`src/rtl/control_filtro_pb200.sv`:
```
// rtl/control_filtro_pb200.sv - sequencer for the time-multiplexed biquad low-pass datapath
module control_filtro_pb200 #(
  parameter int ARIT_LAT = 1
) (
  input  logic       clk,
  input  logic       reset,
  input  logic       tick_muestra,
  output logic       en1,
  output logic       en2,
  output logic       en3,
  output logic       en4,
  output logic       en5,
  output logic       en6,
  output logic       en7,
  output logic [2:0] selmuxS,
  output logic [1:0] selmuxC,
  output logic [2:0] selmuxZ,
  output logic       ocupado,
  output logic       listo,
  output logic       sobrecarga
);

  typedef enum logic [2:0] {
    S_IDLE,
    S_ISSUE,
    S_WAIT,
    S_WRITE,
    S_SHIFT
  } estado_t;

  // Last wait-counter value before WRITE; unused when the unit has a single-cycle latency.
  localparam logic [2:0] CNT_FIN    = 3'(ARIT_LAT - 2);
  localparam bit         SIN_ESPERA = (ARIT_LAT == 1);

  estado_t    estado, estado_n;
  logic [2:0] op, op_n;
  logic [2:0] cnt, cnt_n;
  logic       acepta;

  logic       en1_n, en2_n, en3_n, en4_n, en5_n, en6_n, en7_n;
  logic [2:0] sel_s_n, sel_z_n;
  logic [1:0] sel_c_n;
  logic       ocupado_n, listo_n, sobrecarga_n;

  // A new sample may only start when idle or while the previous one is shifting out.
  assign acepta = (estado == S_IDLE) || (estado == S_SHIFT);

  // State, op index and wait counter registers.
  always_ff @(posedge clk) begin
    if (!reset) begin
      estado <= S_IDLE;
      op     <= 3'd0;
      cnt    <= 3'd0;
    end else begin
      estado <= estado_n;
      op     <= op_n;
      cnt    <= cnt_n;
    end
  end

  // Next-state logic: ISSUE -> WAIT (ARIT_LAT-1 cycles) -> WRITE per op, five ops, then SHIFT.
  always_comb begin
    estado_n = estado;
    op_n     = op;
    cnt_n    = cnt;
    case (estado)
      S_IDLE: begin
        if (tick_muestra) begin
          estado_n = S_ISSUE;
          op_n     = 3'd0;
          cnt_n    = 3'd0;
        end
      end
      S_ISSUE: begin
        cnt_n    = 3'd0;
        estado_n = SIN_ESPERA ? S_WRITE : S_WAIT;
      end
      S_WAIT: begin
        if (cnt == CNT_FIN) estado_n = S_WRITE;
        else                cnt_n    = cnt + 3'd1;
      end
      S_WRITE: begin
        if (op == 3'd4) begin
          estado_n = S_SHIFT;
        end else begin
          estado_n = S_ISSUE;
          op_n     = op + 3'd1;
        end
      end
      S_SHIFT: begin
        op_n     = 3'd0;
        cnt_n    = 3'd0;
        estado_n = tick_muestra ? S_ISSUE : S_IDLE;
      end
      default: begin
        estado_n = S_IDLE;
        op_n     = 3'd0;
        cnt_n    = 3'd0;
      end
    endcase
  end

  // Output decode from the next state so every output comes straight from a flop.
  always_comb begin
    en1_n        = 1'b0;
    en2_n        = 1'b0;
    en3_n        = 1'b0;
    en4_n        = 1'b0;
    en5_n        = 1'b0;
    en6_n        = 1'b0;
    en7_n        = 1'b0;
    sel_s_n      = 3'd0;
    sel_c_n      = 2'd0;
    sel_z_n      = 3'd0;
    listo_n      = 1'b0;
    ocupado_n    = (estado_n != S_IDLE);
    sobrecarga_n = sobrecarga | (tick_muestra & ~acepta);
    if (estado_n == S_ISSUE || estado_n == S_WAIT || estado_n == S_WRITE) begin
      case (op_n)
        3'd0:    begin sel_s_n = 3'd1; sel_c_n = 2'd0; sel_z_n = 3'd1; end
        3'd1:    begin sel_s_n = 3'd2; sel_c_n = 2'd1; sel_z_n = 3'd2; end
        3'd2:    begin sel_s_n = 3'd0; sel_c_n = 2'd2; sel_z_n = 3'd0; end
        3'd3:    begin sel_s_n = 3'd1; sel_c_n = 2'd3; sel_z_n = 3'd3; end
        3'd4:    begin sel_s_n = 3'd2; sel_c_n = 2'd2; sel_z_n = 3'd4; end
        default: begin sel_s_n = 3'd0; sel_c_n = 2'd0; sel_z_n = 3'd0; end
      endcase
    end
    if (estado_n == S_WRITE) begin
      case (op_n)
        3'd0:    en5_n = 1'b1;
        3'd1:    en2_n = 1'b1;
        3'd2:    en6_n = 1'b1;
        3'd3:    en7_n = 1'b1;
        3'd4:    en1_n = 1'b1;
        default: ;
      endcase
    end
    if (estado_n == S_SHIFT) begin
      en3_n   = 1'b1;
      en4_n   = 1'b1;
      listo_n = 1'b1;
    end
  end

  // Registered outputs; reset wins over any tick in the same cycle.
  always_ff @(posedge clk) begin
    if (!reset) begin
      en1        <= 1'b0;
      en2        <= 1'b0;
      en3        <= 1'b0;
      en4        <= 1'b0;
      en5        <= 1'b0;
      en6        <= 1'b0;
      en7        <= 1'b0;
      selmuxS    <= 3'd0;
      selmuxC    <= 2'd0;
      selmuxZ    <= 3'd0;
      ocupado    <= 1'b0;
      listo      <= 1'b0;
      sobrecarga <= 1'b0;
    end else begin
      en1        <= en1_n;
      en2        <= en2_n;
      en3        <= en3_n;
      en4        <= en4_n;
      en5        <= en5_n;
      en6        <= en6_n;
      en7        <= en7_n;
      selmuxS    <= sel_s_n;
      selmuxC    <= sel_c_n;
      selmuxZ    <= sel_z_n;
      ocupado    <= ocupado_n;
      listo      <= listo_n;
      sobrecarga <= sobrecarga_n;
    end
  end

endmodule

```
`config.mk`:
```
export PLATFORM = sky130hd
export DESIGN_NAME = control_filtro_pb200
export DESIGN_NICKNAME = d
export VERILOG_FILES = /design/src/rtl/control_filtro_pb200.sv
export SDC_FILE = /design/constraint.sdc
export NUM_CORES = 1
export LEC_CHECK = 0
export CORE_ASPECT_RATIO = 1.2
export CORE_UTILIZATION = 34
export CTS_BUF_LIST = sky130_fd_sc_hd__clkbuf_8
export CTS_CLUSTER_SIZE = 14
export DETAILED_ROUTE_END_ITERATION = 7
export GPL_TIMING_DRIVEN = 1
export HOLD_SLACK_MARGIN = 0.1
export PLACE_DENSITY_LB_ADDON = 0.2
export SLEW_MARGIN = 40
export SYNTH_ARGS = -nofsm -noshare
export SYNTH_HDL_FRONTEND = slang
export SYNTH_SLANG_ARGS = --single-unit
export TNS_END_PERCENT = 100
```
`constraint.sdc`:
```
create_clock -name clk -period 3.9 [get_ports clk]
set_input_delay 0.585 -clock clk [delete_from_list [all_inputs] [get_ports clk]]
set_output_delay 0.585 -clock clk [all_outputs]
set_load 0.03 [all_outputs]
```
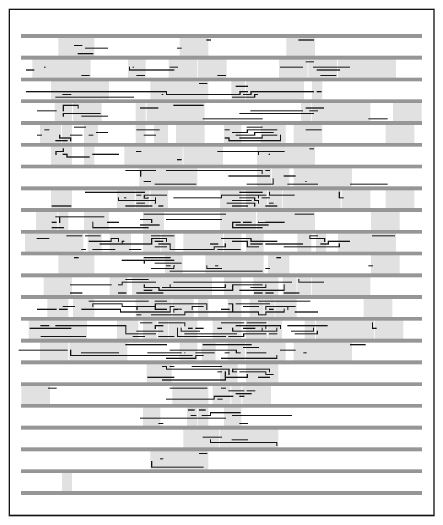
m1.png
(8 px per um) Supply wires on this layer in grey.
main direction = horizontal
share of all routed wire = 43%
nets with wire on the layer = 114
longest straight run = 17.5 um

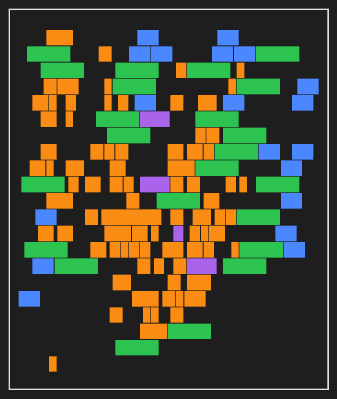
class_map.png
(6 px per um)
remaining buffers and delay cells -> blue  # cells 19, share of their area 15%
remaining logic cells -> orange  # cells 81, share of their area 44%
clock drivers and dummy loads -> purple  # cells 4, share of their area 3.7%
registers -> green  # cells 23, share of their area 37%

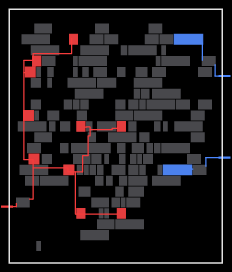
port_trees.png
(4 px per um)
`reset` -> red  # direction input, edge left, end cells 10, buffers 1, wire 114 um
`selmuxC` -> blue  # direction output, edge right, end cells 2, buffers 2, wire 15.4 um

==> CHANGELOG.md <==
### Physical design

- # H-tree levels: 1
- Cell Area, Synth: 1060 um^2
- DR WL met2: 1.05 mm
- Global route total overflow: 0
- Top cells by count, synth: 23 x dfxtp_1, 7 x nor2_1, 7 x nor3_1, 6 x a21oi_1, 6 x nand2_1
- Slew HR: a little under three fifths
- R2R Setup Slk: 1.83 ns
- Met3 GRT Util: 2.90%
- Final cell count without fillers: 161
- FP Core Util: between 30% and 40%
- Reg area: 460 um^2
- Run status: finished, final reports clean
- Hold endpoint: cnt[2]
- Final worst slack: around 1.7 ns
- Fin nets: 135
- Least-Margin Pin Slew: 0.659 ns
- Post-synth EDFFs: 0
- Final Util: 45.0%
- Tap cells: 34
- Overall Power: 0.480 mW
- Distinct lib cells: 41
- Dominant logic cell type in the layout: dfxtp_1
- Max-cap violation count: 0
- Met3 WL post-DR: 78 um
- Cell count of the worst reg-to-reg path: 4
- Met1 usage: 14.8%
- Crit Path Category: in2reg
- Initial antenna violation count: 0
- TritonCTS Buffers: 3
- Tmin final: 2.17 ns
- Regs by FF count: cnt (3), estado (3), op (3)
- Post-synth regs: 23
- DR top layer: met4
- Yosys cell count: 112
- Die Wd: between 50 and 60 um
- # diodes: 0
- IO buf count: 19
- Clock-cell share: 3.59%
- Critical path arrival: 2.36 ns
- Met2 usage: 24.5%
- Gate Count Post-Synth: ~110
- Design area: around 1300 um^2
- Min-Delay Path Class: reg2reg
- Warnings from Yosys: 0
- Top cells, area: dfxtp_1 44%, ha_1 4.7%, nor3_1 3.3%
- # clk buffers: 3
- Pleak: 0.462 nW
- Residual DRC count: 0
- Row Count: 21
- Post-placement setup slack: 1.53 ns
- Sink Count: 23
- RD Place Congestion: 0.774
- Area growth from synthesis to layout: 21.9%
- CP peak stage delay: 0.62 ns
- # hold bufs at CTS: 0
- CTS clk-pin slew, worst paths: approximately 0.080 ns
- Reg-to-reg startpoint: estado[0]
- Logic family by area: simple AND/OR/NAND/NOR gates
- RSZ-0062 raised after global routing: false
- Most common cell in the netlist: dfxtp_1
- DR iter-0 viols: 10
- CP startpoint kind: input port
- Slew Viols, Final: 0
- Largest net degree at the start of global routing: 17
- Flop count: 23
- Post-synth ARST share: 0%
- Hold_sp: cnt[2]
- MUX area fraction: 1.89%
- Largest type area fraction: 43.6%
- Combinational Gates: ~79
- Register share after synthesis: a little over two fifths
- Setup TNS: 0 ns
- HPWL after DPL: 1.51 mm
- Max Root-Sink Buffers: 2
- Inst Count DP: around 160
- Buf+Inv Stages, Crit Path: 1
- Number of I/O pins: 21
- DR vias: 857
- Late-Pin Clk Latency: 0.27 ns
- Crit-path leading delay family: AND-OR/OR-AND gates
- Synth Area in Compound Gates: 20.2%
- CTS tree: yes
- Adder Area Share: under 10%
- Post-route clock period utilization: 55.6%
- Buffers, non-clock: 19
- Worst Setup EP: selmuxS[1]
- Pwr/cell area: 372 nW/um^2
- Ratio of cells with drive above 1 in the final layout: 7.87%
- Area after DPL: 1240 um^2
- Most Used Layer, Global Route: met2
- WL per Instance: between 10 and 15 um
- Yosys chip area: 1060 um^2
- CP cell instances: clkdlybuf4s50_1, nor3b_2, a2111oi_1, o31ai_1, a211oi_2
- Avg Vias per Cell: 5.32
- R2R Path End: selmuxS[1]
- Basic Gates by Area: 24.0%
- Start point of the critical path: tick_muestra
- M1 wire length: 891 um
- Top FF cell, synth: dfxtp_1
- Crit end category: register
- NonClk Buf Share: 14.8%
- Fillers: 281
- Vert. Die Dim: between 60 and 70 um
- Postcts setup bufs: 0
- Full die area: 3340 um^2
- Inverters: 2
- DRT Wirelength: 2.07 mm
- Flop share of the area: 35.7%
- Root buffer cell: clkbuf_8
- Total track usage: between 10% and 20%
- Logic area: 542 um^2
- Peak VDD IR: 0.000230 V
- Vias in the first global route: 800
- WHS Path Cells: 2
- Crit path depth: 5
- Hold Fails Final Rpt: 0
-- worst register-to-register path, cell delays in order, from the launching register on --
cell	delay (ns)
dfxtp_1	0.63
a31oi_1	0.21
a2111oi_1	0.67
o31ai_1	0.26
a211oi_2	0.22
-- where the power goes --
part	total, mW	internal [mW]	switching (mW)	leakage (nW)
sequential	0.254	0.243	0.0109	0.187
clock	0.150	0.0714	0.0786	0.0255
combinational	0.0756	0.0321	0.0435	0.250
-- kinds of logic (layout without fill, tap and decap cells) --
kind of cell	count (synthesis)	in the layout
other cells	1	1
mux	2	2
fa+ha+maj	4	4
buf+inv	10	25
compound gates	27	27
flops	23	23
simple gates	45	45
Power is estimated from default activity; no workload was simulated.
